--- src/rtl/mips_fetch_decode_execute.sv ---
// IF, ID (register file, control decode) and EX stages of a 5-stage MIPS pipeline, ending in EX/MEM.
// Optional macro BRANCH_FLUSH_EN: a taken branch turns the IF/ID and ID/EX contents into bubbles.
module mips_fetch_decode_execute #(
  parameter int IMEM_DEPTH = 64
) (
  input  logic                          clk,
  input  logic                          rst,
  input  logic                          imem_we,
  input  logic [$clog2(IMEM_DEPTH)-1:0] imem_addr,
  input  logic [31:0]                   imem_wdata,
  input  logic                          EX_MEM_PCSrc,
  input  logic [4:0]                    MEM_WB_rd,
  input  logic                          MEM_WB_regwrite,
  input  logic [31:0]                   WB_writedata,
  output logic [1:0]                    wb_ctlout,
  output logic                          branch,
  output logic                          memread,
  output logic                          memwrite,
  output logic [31:0]                   EX_MEM_NPC,
  output logic                          zero,
  output logic [31:0]                   alu_result,
  output logic [31:0]                   rdata2out,
  output logic [4:0]                    five_bit_muxout
);
  localparam int AW     = $clog2(IMEM_DEPTH);
  localparam int DATA_W = 32;

  function automatic logic signed [DATA_W-1:0] alu(input logic [1:0] op, input logic [5:0] funct,
                                                   input logic signed [DATA_W-1:0] a,
                                                   input logic signed [DATA_W-1:0] b);
    logic signed [DATA_W-1:0] r;
    r = '0;
    case (op)
      2'b01: r = a - b;
      2'b10: begin
        case (funct)
          6'h20:   r = a + b;
          6'h22:   r = a - b;
          6'h24:   r = a & b;
          6'h25:   r = a | b;
          6'h2A:   r = (a < b) ? DATA_W'(1) : '0;
          default: r = '0;
        endcase
      end
      default: r = a + b;
    endcase
    return r;
  endfunction

  logic [DATA_W-1:0] imem [IMEM_DEPTH];
  logic [DATA_W-1:0] regs [32];
  logic [DATA_W-1:0] pc;
  logic              flush;

  logic [DATA_W-1:0] instr_p0, npc_p0;
  logic              vld_p0;

  logic                     regdst_d, alusrc_d;
  logic [1:0]               aluop_d, wb_d;
  logic [2:0]               m_d;
  logic signed [DATA_W-1:0] rdata1_d, rdata2_d, sext_d;
  logic                     wb_en;

  logic                     regdst_p1, alusrc_p1;
  logic [1:0]               aluop_p1, wb_p1;
  logic [2:0]               m_p1;
  logic [DATA_W-1:0]        npc_p1;
  logic signed [DATA_W-1:0] rdata1_p1, rdata2_p1, sext_p1;
  logic [4:0]               rt_p1, rd_p1;

  logic signed [DATA_W-1:0] b_op, alu_d;

  logic [1:0]               wb_p2;
  logic [2:0]               m_p2;
  logic [DATA_W-1:0]        npc_p2;
  logic                     zero_p2;
  logic signed [DATA_W-1:0] alu_p2, rdata2_p2;
  logic [4:0]               dst_p2;

`ifdef BRANCH_FLUSH_EN
  assign flush = EX_MEM_PCSrc;
`else
  assign flush = 1'b0;
`endif

  always_ff @(posedge clk) begin
    if (imem_we) imem[imem_addr] <= imem_wdata;
  end

  // IF -> IF/ID (_p0)
  always_ff @(posedge clk) begin
    if (rst) begin
      pc       <= '0;
      instr_p0 <= '0;
      npc_p0   <= '0;
      vld_p0   <= 1'b0;
    end else begin
      pc <= EX_MEM_PCSrc ? npc_p2 : pc + 32'd4;
      if (flush) begin
        instr_p0 <= '0;
        npc_p0   <= '0;
        vld_p0   <= 1'b0;
      end else begin
        instr_p0 <= imem[pc[AW+1:2]];
        npc_p0   <= pc + 32'd4;
        vld_p0   <= 1'b1;
      end
    end
  end

  // ID: decode, register read with writeback bypass, sign extend
  assign wb_en  = MEM_WB_regwrite && (MEM_WB_rd != 5'd0);
  assign sext_d = {{16{instr_p0[15]}}, instr_p0[15:0]};

  always_comb begin
    regdst_d = 1'b0;
    alusrc_d = 1'b0;
    aluop_d  = 2'b00;
    wb_d     = 2'b00;
    m_d      = 3'b000;
    if (vld_p0) begin
      case (instr_p0[31:26])
        6'b000000: begin regdst_d = 1'b1; aluop_d = 2'b10; wb_d = 2'b10; end
        6'b100011: begin alusrc_d = 1'b1; wb_d = 2'b11; m_d = 3'b010; end
        6'b101011: begin alusrc_d = 1'b1; m_d = 3'b001; end
        6'b000100: begin aluop_d = 2'b01; m_d = 3'b100; end
        default: ;
      endcase
    end
  end

  always_comb begin
    rdata1_d = '0;
    rdata2_d = '0;
    if (instr_p0[25:21] != 5'd0)
      rdata1_d = (wb_en && MEM_WB_rd == instr_p0[25:21]) ? WB_writedata : regs[instr_p0[25:21]];
    if (instr_p0[20:16] != 5'd0)
      rdata2_d = (wb_en && MEM_WB_rd == instr_p0[20:16]) ? WB_writedata : regs[instr_p0[20:16]];
  end

  always_ff @(posedge clk) begin
    if (rst) begin
      for (int i = 0; i < 32; i++) regs[i] <= '0;
    end else if (wb_en) begin
      regs[MEM_WB_rd] <= WB_writedata;
    end
  end

  // ID/EX (_p1)
  always_ff @(posedge clk) begin
    if (rst || flush) begin
      regdst_p1 <= 1'b0;
      alusrc_p1 <= 1'b0;
      aluop_p1  <= '0;
      wb_p1     <= '0;
      m_p1      <= '0;
      npc_p1    <= '0;
      rdata1_p1 <= '0;
      rdata2_p1 <= '0;
      sext_p1   <= '0;
      rt_p1     <= '0;
      rd_p1     <= '0;
    end else begin
      regdst_p1 <= regdst_d;
      alusrc_p1 <= alusrc_d;
      aluop_p1  <= aluop_d;
      wb_p1     <= wb_d;
      m_p1      <= m_d;
      npc_p1    <= npc_p0;
      rdata1_p1 <= rdata1_d;
      rdata2_p1 <= rdata2_d;
      sext_p1   <= sext_d;
      rt_p1     <= instr_p0[20:16];
      rd_p1     <= instr_p0[15:11];
    end
  end

  // EX: funct lives in the low bits of the sign-extended immediate
  assign b_op  = alusrc_p1 ? sext_p1 : rdata2_p1;
  assign alu_d = alu(aluop_p1, sext_p1[5:0], rdata1_p1, b_op);

  // EX/MEM (_p2)
  always_ff @(posedge clk) begin
    if (rst) begin
      wb_p2     <= '0;
      m_p2      <= '0;
      npc_p2    <= '0;
      zero_p2   <= 1'b0;
      alu_p2    <= '0;
      rdata2_p2 <= '0;
      dst_p2    <= '0;
    end else begin
      wb_p2     <= wb_p1;
      m_p2      <= m_p1;
      npc_p2    <= npc_p1 + {sext_p1[29:0], 2'b00};
      zero_p2   <= (alu_d == '0);
      alu_p2    <= alu_d;
      rdata2_p2 <= rdata2_p1;
      dst_p2    <= regdst_p1 ? rd_p1 : rt_p1;
    end
  end

  assign wb_ctlout       = wb_p2;
  assign branch          = m_p2[2];
  assign memread         = m_p2[1];
  assign memwrite        = m_p2[0];
  assign EX_MEM_NPC      = npc_p2;
  assign zero            = zero_p2;
  assign alu_result      = alu_p2;
  assign rdata2out       = rdata2_p2;
  assign five_bit_muxout = dst_p2;
endmodule

--- config.mk ---
export PLATFORM = sky130hd
export DESIGN_NAME = mips_fetch_decode_execute
export DESIGN_NICKNAME = d
export VERILOG_FILES = /design/src/rtl/mips_fetch_decode_execute.sv
export SDC_FILE = /design/constraint.sdc
export NUM_CORES = 2
export LEC_CHECK = 0
export CORE_UTILIZATION = 60
export DETAILED_ROUTE_END_ITERATION = 7
export GPL_TIMING_DRIVEN = 1
export MAX_ROUTING_LAYER = met4
export PLACE_DENSITY = 0.87
export SLEW_MARGIN = 20
export SYNTH_ARGS = -nofsm -noshare
export SYNTH_HDL_FRONTEND = slang
export SYNTH_SLANG_ARGS = --single-unit
--- constraint.sdc ---
create_clock -name clk -period 7.7 [get_ports clk]
set_input_delay 0.77 -clock clk [delete_from_list [all_inputs] [get_ports clk]]
set_output_delay 0.77 -clock clk [all_outputs]
set_load 0.03 [all_outputs]
==> flow_summary.ini <==
; implementation run metrics
[final_timing]
finalCriticalPeriod_ns = 6.27
finalSetupViolCount = 0
maxClockFrequency_mhz = 160
report.final.hold_viol_count = 0
rsz_0062_raised_after_global_routing = false
worst_pin_slew_ns = 1.32
final.period_utilization = 0.814
slew_limit_fails = 0
fin_tns_setup_ns = 0
setup_slack_ns = 1.43
worst_slew_margin_rel = 0.122

[detailed_routing]
detail_route.iter0.violations = 20100
routed_via_density = 7.66
routed-wl-met2_um = 247000
totalWireLength_um = 550000
drcViolationCount = 22
routed_len_inst_um = 42.7
drtAntennaViolNets = 0
wl_met1_um = 159000
detailroute.via_count = 98800
routed_length_on_met3_um = 79800
routed.top_layer = met4
drt_pre_antenna_iters = 8

[floorplan]
coreArea_mm2 = 0.247
floorplan.initialDensity = 0.606
pin_count = 187
die_y_um = 501
chip_area_mm2 = 0.251
floorplan.rows = 182
die_w_um = 501

[placed_design]
dp_slack_ns = 1.59
detailed_place_hpwl_um = 279000
count_of_buffers_from_port_buffering = 186
gp_congestion = 0.922
post_dp_cell_area_mm2 = 0.156

[yosys]
synth.yosys.seq_area_share = 0.660
top_cell = sky130_fd_sc_hd__edfxtp_1
yosys_most_used_dff = sky130_fd_sc_hd__edfxtp_1
netlist.top_cell.by_area = sky130_fd_sc_hd__edfxtp_1
synth-warning-count = 0
netlist_top_cells_count = sky130_fd_sc_hd__edfxtp_1 (3,072), sky130_fd_sc_hd__and2_1 (1,047), sky130_fd_sc_hd__mux4_2 (928)
post_synth_num_cell_types = 87
postSynthCellCount = 9107
yosys.area.top_type_share = 0.616
async_flop_share = 0
postSynthAreaPerCell_um2 = 16.4
yosys.stat.chipArea_mm2 = 0.150
ys_cells = 9107
synth-edff-count = 3072
yosys_register_bits = 3400
top_cells_by_area = sky130_fd_sc_hd__edfxtp_1 (62%), sky130_fd_sc_hd__mux4_2 (14%), sky130_fd_sc_hd__dfxtp_1 (4.4%), sky130_fd_sc_hd__and2_1 (4.4%), sky130_fd_sc_hd__mux2i_1 (2.8%)
syn-cell-area_mm2 = 0.150

[global_routing]
gr-usage-met2 = 0.666
grt_start_max_net_pins = 132
use_met3 = 0.146
globalRouteMet1Util = 0.495
vias_in_the_first_global_route = 96300
grt_first_pass_wirelength_um = 757000
tot_gr_track_use = 0.450
grt_most_used_layer = met2
overflow = 0
antenna_violations_before_repair = 74

[cells_and_area]
nets = 9452
most-common-layout-cells = sky130_fd_sc_hd__edfxtp_1 (3,072), sky130_fd_sc_hd__and2_1 (1,047), sky130_fd_sc_hd__mux4_2 (928), sky130_fd_sc_hd__mux2i_1 (414), sky130_fd_sc_hd__nor2_1 (393)
layout_top_cell = sky130_fd_sc_hd__edfxtp_1
largest-register = imem
largest_register_ff_count = 2048
largest_registers = imem: 2048 flops, regs: 1024 flops
final_core_util = 0.677
area_growth_syn_to_layout_pct = 11.7
final_layout_size_suffix_gt1_frac = 0.211
design_area_mm2 = 0.167

[setup_path]
critical_path.endpoint_type = flip-flop
reg2reg_from = sext_p1[15]$_SDFF_PP0_
cpLargestDelayFamily = AND-OR/OR-AND gates
worst_ep_arrival_time_ns = 7.14
critical-path-slowest-cell = sky130_fd_sc_hd__dfxtp_1
setup.reg_to_reg.worst_slack_ns = 1.43
critPathLaunchType = flip-flop
worst_r2r_endpoint = zero$_SDFF_PP0_
timing_worst_setup_path_type = reg -> reg
worst_path_largest_cell_delay_ns = 0.91
timing.critical_path.cells = and2_1 > a21oi_1 > ha_1 > nor3_1 > nand3_1 > a211oi_1 > o31ai_1 > o21ai_1 > a21oi_1 > o311a_1 > a211oi_1 > nand2_1 > or4_1 > nor2_1
worst-path-max-fanout = 17
worst_ep_required_time_ns = 8.57
r2r_depth = 14
critPathBufInv = 0

[clocking]
cts-buffers-inserted = 349
cts.repair_timing.setup_buffer_count = 0
cts_sinks = 3400
cts_hold_repair.buffers = 0
cts-root-buf = sky130_fd_sc_hd__clkbuf_16
h-tree-depth = 5
tritoncts_clock_tree = built
cts-resized-gates = 0
clockBufferDepth = 4
worstSkewPairLatency_ns = 1.02
cts.clk_slew.worst_paths_ns = 0.07

[power]
irDropWorstVdd_mv = 0.378
power_density_mw_per_mm2 = 262
power.leakage_nw = 54.2

[hold_path]
worstHoldPathType = in -> reg
hp-start = rst
hold_end = rdata2out[15]$_SDFF_PP0_
min_delay_path_depth = 2

[outcome]
failed_checks = DRC
outcome = complete, but fails checks

[run]
cap_violations = 0
warning_count = 142
[how the worst max path moves through the flow]
stage                     slack, ns  cells past startpoint              end              startpoint
final                          1.43                     14  zero$_SDFF_PP0_  sext_p1[15]$_SDFF_PP0_
after global routing           1.19                     15  zero$_SDFF_PP0_    alusrc_p1$_SDFF_PP0_
after CTS                      1.55                     15  zero$_SDFF_PP0_    alusrc_p1$_SDFF_PP0_
after detailed placement       1.59                     15  zero$_SDFF_PP0_    alusrc_p1$_SDFF_PP0_
after global placement         1.75                     15  zero$_SDFF_PP0_    alusrc_p1$_SDFF_PP0_
after floorplan                3.15                     15  zero$_SDFF_PP0_    alusrc_p1$_SDFF_PP0_
[cell families after synthesis]
group | after synthesis | share of synthesized area
other | 1 | 0.0000251
buffers and inverters | 811 | 0.0204
adder cells (fa/ha/maj) | 147 | 0.0124
multiplexers | 1471 | 0.177
AND-OR/OR-AND | 1201 | 0.0525
XOR/XNOR | 90 | 0.00527
flip-flops | 3400 | 0.660
AND/OR/NAND/NOR | 1986 | 0.0721
[layout make-up]
cell class              instances  area [um2]
diodes                         90         225
flip-flops and latches       3400       98900
clock inverters               175        1590
multi-input cells            4927       48900
repair buffers                414        3690
clock buffers                 440        9320
fillers                     14800       79600
inverters                     133         502
well taps                    3312        4140
[stage by stage]
step	hold slack [ns]	instances	power (mW)
4_1_cts	0.148	12800	43.4
6_report	0.178	12900	43.9
2_1_floorplan	0.408	9138	24.5
3_5_place_dp	0.424	12200	26.5
3_3_place_gp	0.421	12200	26.3
5_1_grt	0.160	12900	44.5
[power breakdown]
group          internal, mW  switching, mW
Combinational          1.99           3.46
Clock                  9.47           7.83
Sequential             20.6          0.466
### Met3 routing

Bar = 200 um.
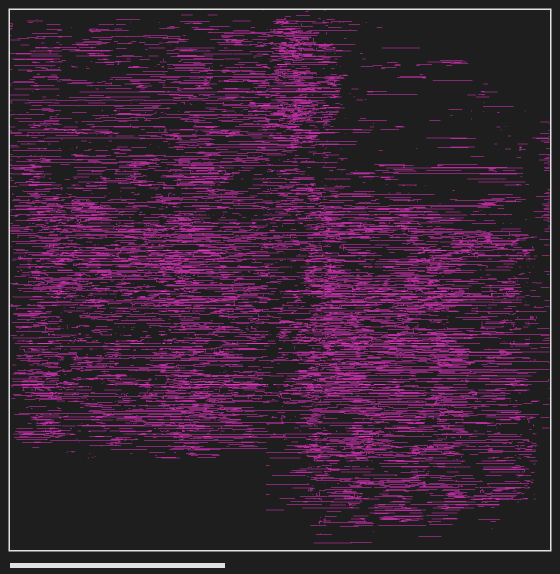
The layer holds 15% of the routed length. The layer carries 79.8 mm of wire. The wires run mostly horizontal. The longest straight run is 192 um.

### Met1 routing

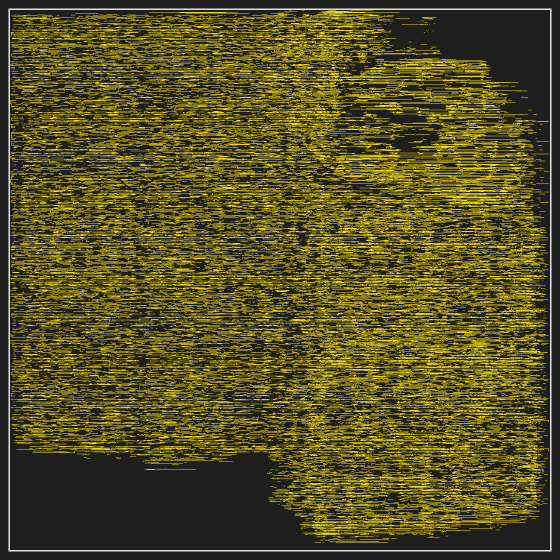
The longest straight run is 130 um. The wires run mostly horizontal. The layer holds 29% of the routed length. The layer carries 159 mm of wire. 9,062 nets have wire on it.

### The clock network

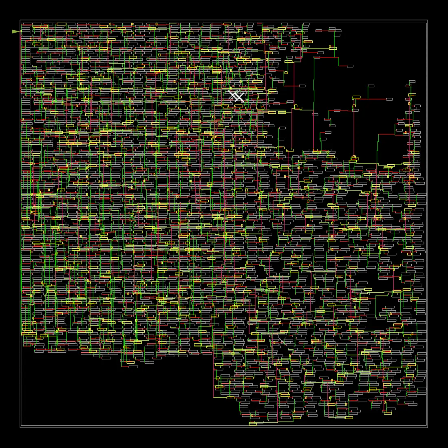
clock buffer count in the final layout: 440
clock network power consumption: 17.3 mW
clock skew after layout: 0.0957 ns

### Wire density map

Bar = 200 um. 25 x 25 tiles, from dark blue (low) to red (high), scaled to the fullest tile. Values are wire area over tile area, all layers added.
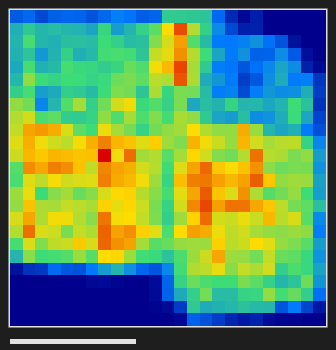
The mean over all tiles is 0.41. The fullest tile reaches 0.86. The emptiest ninth of the die: north-east.

Power and IR drop assume default switching activity.
